**src/rtl/trap_shaper_param.sv**
```systemverilog
// Parametrised trapezoidal shaper: circular delay line, 4-deep pipeline,
// runtime k/l/M, shifted and saturated output.
module trap_shaper_param #(
    parameter int DATA_WIDTH = 14,
    parameter int MAX_DEPTH  = 64,
    parameter int M_WIDTH    = 10,
    parameter int ACC_WIDTH  = 40,
    parameter int OUT_WIDTH  = 16,
    parameter int SHIFT      = 0,
    parameter int K_DEF      = 2,
    parameter int L_DEF      = 4,
    parameter int M_DEF      = 0
) (
    input  logic                       clk,
    input  logic                       reset,
    input  logic                       in_valid,
    input  logic [DATA_WIDTH-1:0]      input_data,
    input  logic                       cfg_load,
    input  logic [$clog2(MAX_DEPTH):0] cfg_k,
    input  logic [$clog2(MAX_DEPTH):0] cfg_l,
    input  logic [M_WIDTH-1:0]         cfg_m,
    output logic                       out_valid,
    output logic [OUT_WIDTH-1:0]       output_data,
    output logic                       sat,
    output logic                       cfg_err
);

    localparam int AW  = $clog2(MAX_DEPTH);
    localparam int KW  = AW + 1;
    localparam int DW2 = DATA_WIDTH + 2;
    localparam int UW  = ACC_WIDTH - OUT_WIDTH + 1;

    localparam logic [0:0] ST_RUN    = 1'b0;
    localparam logic [0:0] ST_RELOAD = 1'b1;

    logic [DATA_WIDTH-1:0] mem_q [MAX_DEPTH];

    logic [0:0]            state_q, state_d;
    logic [KW-1:0]         k_q, k_d, l_q, l_d;
    logic [M_WIDTH-1:0]    m_q, m_d;
    logic                  err_q, err_d;
    logic [AW-1:0]         ptr_q, ptr_d;
    logic [KW-1:0]         fill_q, fill_d;

    logic                  vld1_q, vld1_d;
    logic [DATA_WIDTH-1:0] v1_q, v1_d, vk1_q, vk1_d;
    logic [DATA_WIDTH-1:0] vl1_q, vl1_d, vkl1_q, vkl1_d;

    logic                  vld2_q, vld2_d;
    logic signed [DW2-1:0] d2_q, d2_d;

    logic                        vld3_q, vld3_d;
    logic signed [ACC_WIDTH-1:0] p_q, p_d, md_q, md_d;

    logic                        s_vld_q, s_vld_d;
    logic signed [ACC_WIDTH-1:0] s_q, s_d;
    logic [OUT_WIDTH-1:0]        out_q, out_d;
    logic                        sat_q, sat_d;

    logic [KW:0]                 cfg_sum;
    logic                        cfg_legal;
    logic                        reload;
    logic                        accept;
    logic [KW-1:0]               kl_sum;
    logic [AW-1:0]               addr_k, addr_l, addr_kl;
    logic [DATA_WIDTH-1:0]       tap_k, tap_l, tap_kl;
    logic signed [ACC_WIDTH-1:0] d_ext, m_ext, r_val, s_nx, s_sh;
    logic [UW-1:0]               upper;
    logic                        ovf;

    always_comb begin
        cfg_sum   = {1'b0, cfg_k} + {1'b0, cfg_l};
        cfg_legal = (cfg_k != '0) && (cfg_k <= cfg_l)
                    && (cfg_sum <= (KW+1)'(MAX_DEPTH));
        reload    = cfg_load && cfg_legal;
        accept    = in_valid && !reload;

        // Taps older than the samples written since reset/reload read as 0
        kl_sum  = k_q + l_q;
        addr_k  = ptr_q - k_q[AW-1:0];
        addr_l  = ptr_q - l_q[AW-1:0];
        addr_kl = ptr_q - kl_sum[AW-1:0];
        tap_k   = (k_q <= fill_q) ? mem_q[addr_k] : '0;
        tap_l   = (l_q <= fill_q) ? mem_q[addr_l] : '0;
        tap_kl  = (kl_sum <= fill_q) ? mem_q[addr_kl] : '0;

        d_ext = {{(ACC_WIDTH-DW2){d2_q[DW2-1]}}, d2_q};
        m_ext = {{(ACC_WIDTH-M_WIDTH){1'b0}}, m_q};
        r_val = p_q + md_q;
        s_nx  = s_q + r_val;
        s_sh  = s_nx >>> SHIFT;
        upper = s_sh[ACC_WIDTH-1:OUT_WIDTH-1];
        ovf   = ~((&upper) | ~(|upper));
    end

    always_comb begin
        state_d = reload ? ST_RELOAD : ST_RUN;
        k_d     = k_q;
        l_d     = l_q;
        m_d     = m_q;
        err_d   = err_q | (cfg_load & ~cfg_legal);
        ptr_d   = ptr_q;
        fill_d  = fill_q;
        vld1_d  = accept;
        v1_d    = v1_q;
        vk1_d   = vk1_q;
        vl1_d   = vl1_q;
        vkl1_d  = vkl1_q;
        vld2_d  = vld1_q;
        d2_d    = d2_q;
        vld3_d  = vld2_q;
        p_d     = p_q;
        md_d    = md_q;
        s_vld_d = vld3_q;
        s_d     = s_q;
        out_d   = out_q;
        sat_d   = 1'b0;

        if (accept) begin
            v1_d   = input_data;
            vk1_d  = tap_k;
            vl1_d  = tap_l;
            vkl1_d = tap_kl;
            ptr_d  = ptr_q + 1'b1;
            if (fill_q != KW'(MAX_DEPTH)) begin
                fill_d = fill_q + 1'b1;
            end
        end

        if (vld1_q) begin
            d2_d = {2'b00, v1_q} - {2'b00, vk1_q}
                 - {2'b00, vl1_q} + {2'b00, vkl1_q};
        end

        if (vld2_q) begin
            p_d  = p_q + d_ext;
            md_d = d_ext * m_ext;
        end

        if (vld3_q) begin
            s_d   = s_nx;
            sat_d = ovf;
            if (ovf) begin
                out_d = s_sh[ACC_WIDTH-1]
                      ? {1'b1, {(OUT_WIDTH-1){1'b0}}}
                      : {1'b0, {(OUT_WIDTH-1){1'b1}}};
            end else begin
                out_d = s_sh[OUT_WIDTH-1:0];
            end
        end

        // A legal reload restarts the filter from an empty history
        if (reload) begin
            k_d     = cfg_k;
            l_d     = cfg_l;
            m_d     = cfg_m;
            fill_d  = '0;
            vld1_d  = 1'b0;
            vld2_d  = 1'b0;
            vld3_d  = 1'b0;
            s_vld_d = 1'b0;
            p_d     = '0;
            s_d     = '0;
            sat_d   = 1'b0;
        end
    end

    always_ff @(posedge clk) begin
        if (reset) begin
            state_q <= ST_RUN;
            k_q     <= KW'(K_DEF);
            l_q     <= KW'(L_DEF);
            m_q     <= M_WIDTH'(M_DEF);
            err_q   <= 1'b0;
            ptr_q   <= '0;
            fill_q  <= '0;
            vld1_q  <= 1'b0;
            v1_q    <= '0;
            vk1_q   <= '0;
            vl1_q   <= '0;
            vkl1_q  <= '0;
            vld2_q  <= 1'b0;
            d2_q    <= '0;
            vld3_q  <= 1'b0;
            p_q     <= '0;
            md_q    <= '0;
            s_vld_q <= 1'b0;
            s_q     <= '0;
            out_q   <= '0;
            sat_q   <= 1'b0;
        end else begin
            state_q <= state_d;
            k_q     <= k_d;
            l_q     <= l_d;
            m_q     <= m_d;
            err_q   <= err_d;
            ptr_q   <= ptr_d;
            fill_q  <= fill_d;
            vld1_q  <= vld1_d;
            v1_q    <= v1_d;
            vk1_q   <= vk1_d;
            vl1_q   <= vl1_d;
            vkl1_q  <= vkl1_d;
            vld2_q  <= vld2_d;
            d2_q    <= d2_d;
            vld3_q  <= vld3_d;
            p_q     <= p_d;
            md_q    <= md_d;
            s_vld_q <= s_vld_d;
            s_q     <= s_d;
            out_q   <= out_d;
            sat_q   <= sat_d;
        end
    end

    always_ff @(posedge clk) begin
        if (!reset && accept) begin
            mem_q[ptr_q] <= input_data;
        end
    end

    assign out_valid   = s_vld_q & (state_q == ST_RUN);
    assign output_data = out_q;
    assign sat         = sat_q & out_valid;
    assign cfg_err     = err_q;

endmodule

```
**config.mk**
```make
export PLATFORM = sky130hd
export DESIGN_NAME = trap_shaper_param
export DESIGN_NICKNAME = d
export VERILOG_FILES = /design/src/rtl/trap_shaper_param.sv
export SDC_FILE = /design/constraint.sdc
export NUM_CORES = 2
export LEC_CHECK = 0
export CAP_MARGIN = 20
export CORE_MARGIN = 3
export CORE_UTILIZATION = 35
export CTS_BUF_LIST = sky130_fd_sc_hd__clkbuf_8
export DETAILED_ROUTE_END_ITERATION = 8
export GPL_TIMING_DRIVEN = 1
export PLACE_DENSITY = 0.46
export SLEW_MARGIN = 20
export SYNTH_ARGS = -nofsm -noshare
export SYNTH_HDL_FRONTEND = slang
export SYNTH_SLANG_ARGS = --single-unit
```
**constraint.sdc**
```tcl
create_clock -name clk -period 6.4 [get_ports clk]
set_input_delay 1.28 -clock clk [delete_from_list [all_inputs] [get_ports clk]]
set_output_delay 1.28 -clock clk [all_outputs]
set_load 0.1 [all_outputs]
```
final_placement.png
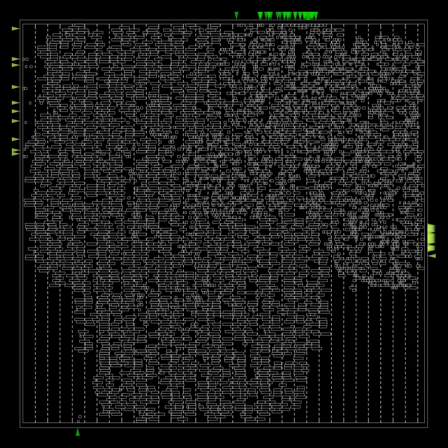
Tapcells: 2656
Filler cells: 18640
Util after Layout: 39.92%

pdn.png
(1 px per um) Pins as bars on the die edge.
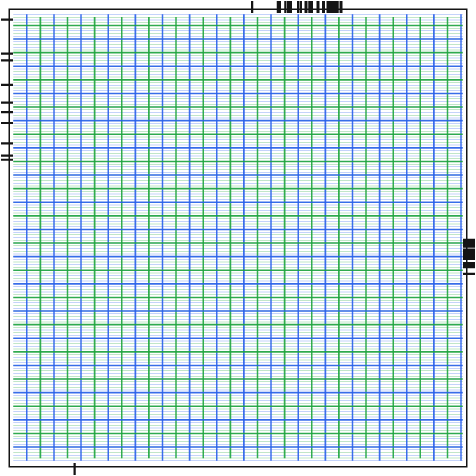
green -> VDD
blue -> VSS
signal pins = 61
met5 straps = 32
rows = 164
met1 rails = 165
met4 straps = 33

==> flow_metrics.env <==
# implementation run metrics
export IMPL_top_cell_area_share_pct=37.95
export IMPL_cp_startpoint="m_q[5]"
export IMPL_critical_path_buf_inv_count=4
export IMPL_largestClassByArea="logic gates"
export IMPL_slew_viol_final=0
export IMPL_synth_stat_cells=4836
export IMPL_peakVddDrop_mv=0.2771
export IMPL_p_comb_uw=9350
export IMPL_status="complete, no violations"
export IMPL_vias_per_cell=5.734
export IMPL_timing_rr_start="m_q[5]"
export IMPL_min_period_over_period_pct=92.70
export IMPL_clk_share_pct=4.989
export IMPL_power_density_nw_per_um2=304.4
export IMPL_yosysUniqueCellTypes=80
export IMPL_setup_slack_ps=467.5
export IMPL_clk_latency_ps=1000
export IMPL_drtPass1Iterations=5
export IMPL_gr_total_overflow=0
export IMPL_seq_area_um2=31700
export IMPL_nClkBuffers=217
export IMPL_p_total_uw=24360
export IMPL_nNetsFinal=5464
export IMPL_grt_pass1_vias=46190
export IMPL_hold_ws_ps=460.7
export IMPL_setup_viol=0
export IMPL_coreArea_um2=200500
export IMPL_ctsHtreeMaxLevel=4
export IMPL_pwr_share_clk_pct=27.7
export IMPL_fin_cells=7816
export IMPL_cp_slowest_cell="fa_1"
export IMPL_die_area_um2=208000
export IMPL_rsz0062_at_grt="no"
export IMPL_port_buffers=60
export IMPL_synthTopCellsByCount="edfxtp_1, mux4_2, inv_1"
export IMPL_arrival_ps=6730
export IMPL_buf_share_pct=3.288
export IMPL_cts_buffers=209
export IMPL_drtIter0Drc=4393
export IMPL_slew_headroom_pct=23.34
export IMPL_dp_final_hpwl_um=154400
export IMPL_wl_per_cell_um=29.99
export IMPL_cts_tree="done"
export IMPL_pg_clk_uw=6750
export IMPL_worstPathRequired_ps=7190
export IMPL_adder_share_pct=9.823
export IMPL_wl_um=234400
export IMPL_multiInputCombCellCount=3053
export IMPL_post_synth_top_area_cell="edfxtp_1"
export IMPL_ctsRootBufferMaster="clkbuf_8"
wire_density.png
The die is cut into 23 by 23 equal tiles; dark purple is low, yellow is high, scaled to the fullest tile. Values are wire area over tile area, all layers added.
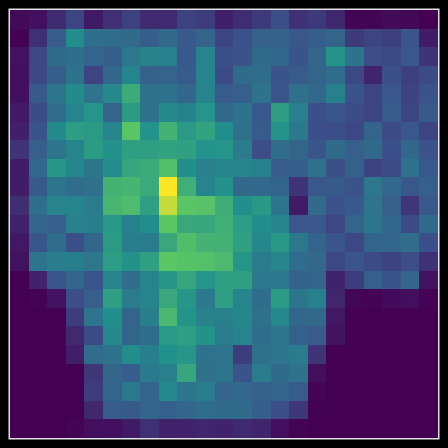
mean over tiles = 0.18
emptiest ninth of the die = bottom right
tiles over half the peak = 15%
nearly empty tiles = 15%
fullest tile = 0.61
densest ninth of the die = middle

zoom.png
Region (203, 294) to (253, 344) um. Cells in gray, sequential cells in the stronger gray; small squares are vias.
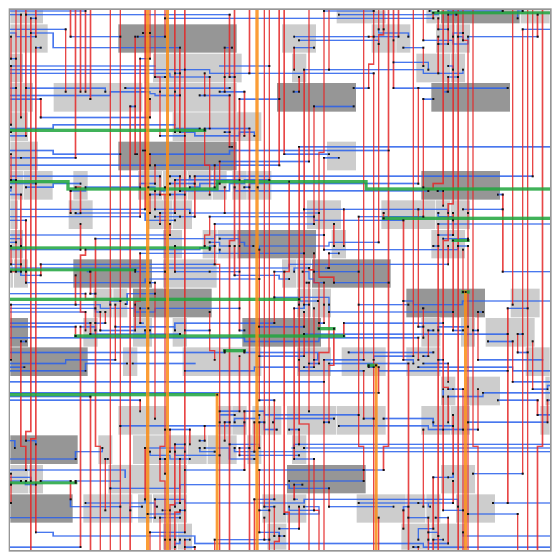
blue -> met1
orange -> met4
red -> met2
green -> met3
cells with their middle in the window = 108
most frequent = nand2_1 (18), dfxtp_1 (13), a21oi_1 (12)
sequential cells in the window = 15
netlist names of flops here include = ptr_q (4), v1_q (3), mem_q (2)

==> worst paths after layout <==
check / to / depth (start not counted)
worst min register to register: v1_q[8] / 2
worst min-delay path: v1_q[8] / 2
worst max register to register: md_q[24] / 22
worst max-delay path: md_q[24] / 22
==> metal layers <==
layer  GRT usage (%)  up-vias
met1           29.64    23630
met5               0        -
met4           8.180        4
li1                -    19330
met2           37.65     1472
met3           3.635      387
==> cell usage in the layout (no fill, tap or decap), types with 203 or more instances in the layout <==
cell type / instances
a21oi_1: 233
clkbuf_8: 217
dfxtp_1: 233
edfxtp_1: 896
fa_1: 203
ha_1: 224
inv_1: 390
mux4_2: 840
nand2_1: 240
nor2_1: 257
==> state kept, by name, indices dropped and copies added, names as in the netlist, 16 cells and up <==
register	cells
md_q	27
p_q	40
d2_q	16
s_q	40
mem_q	896
output_data	16
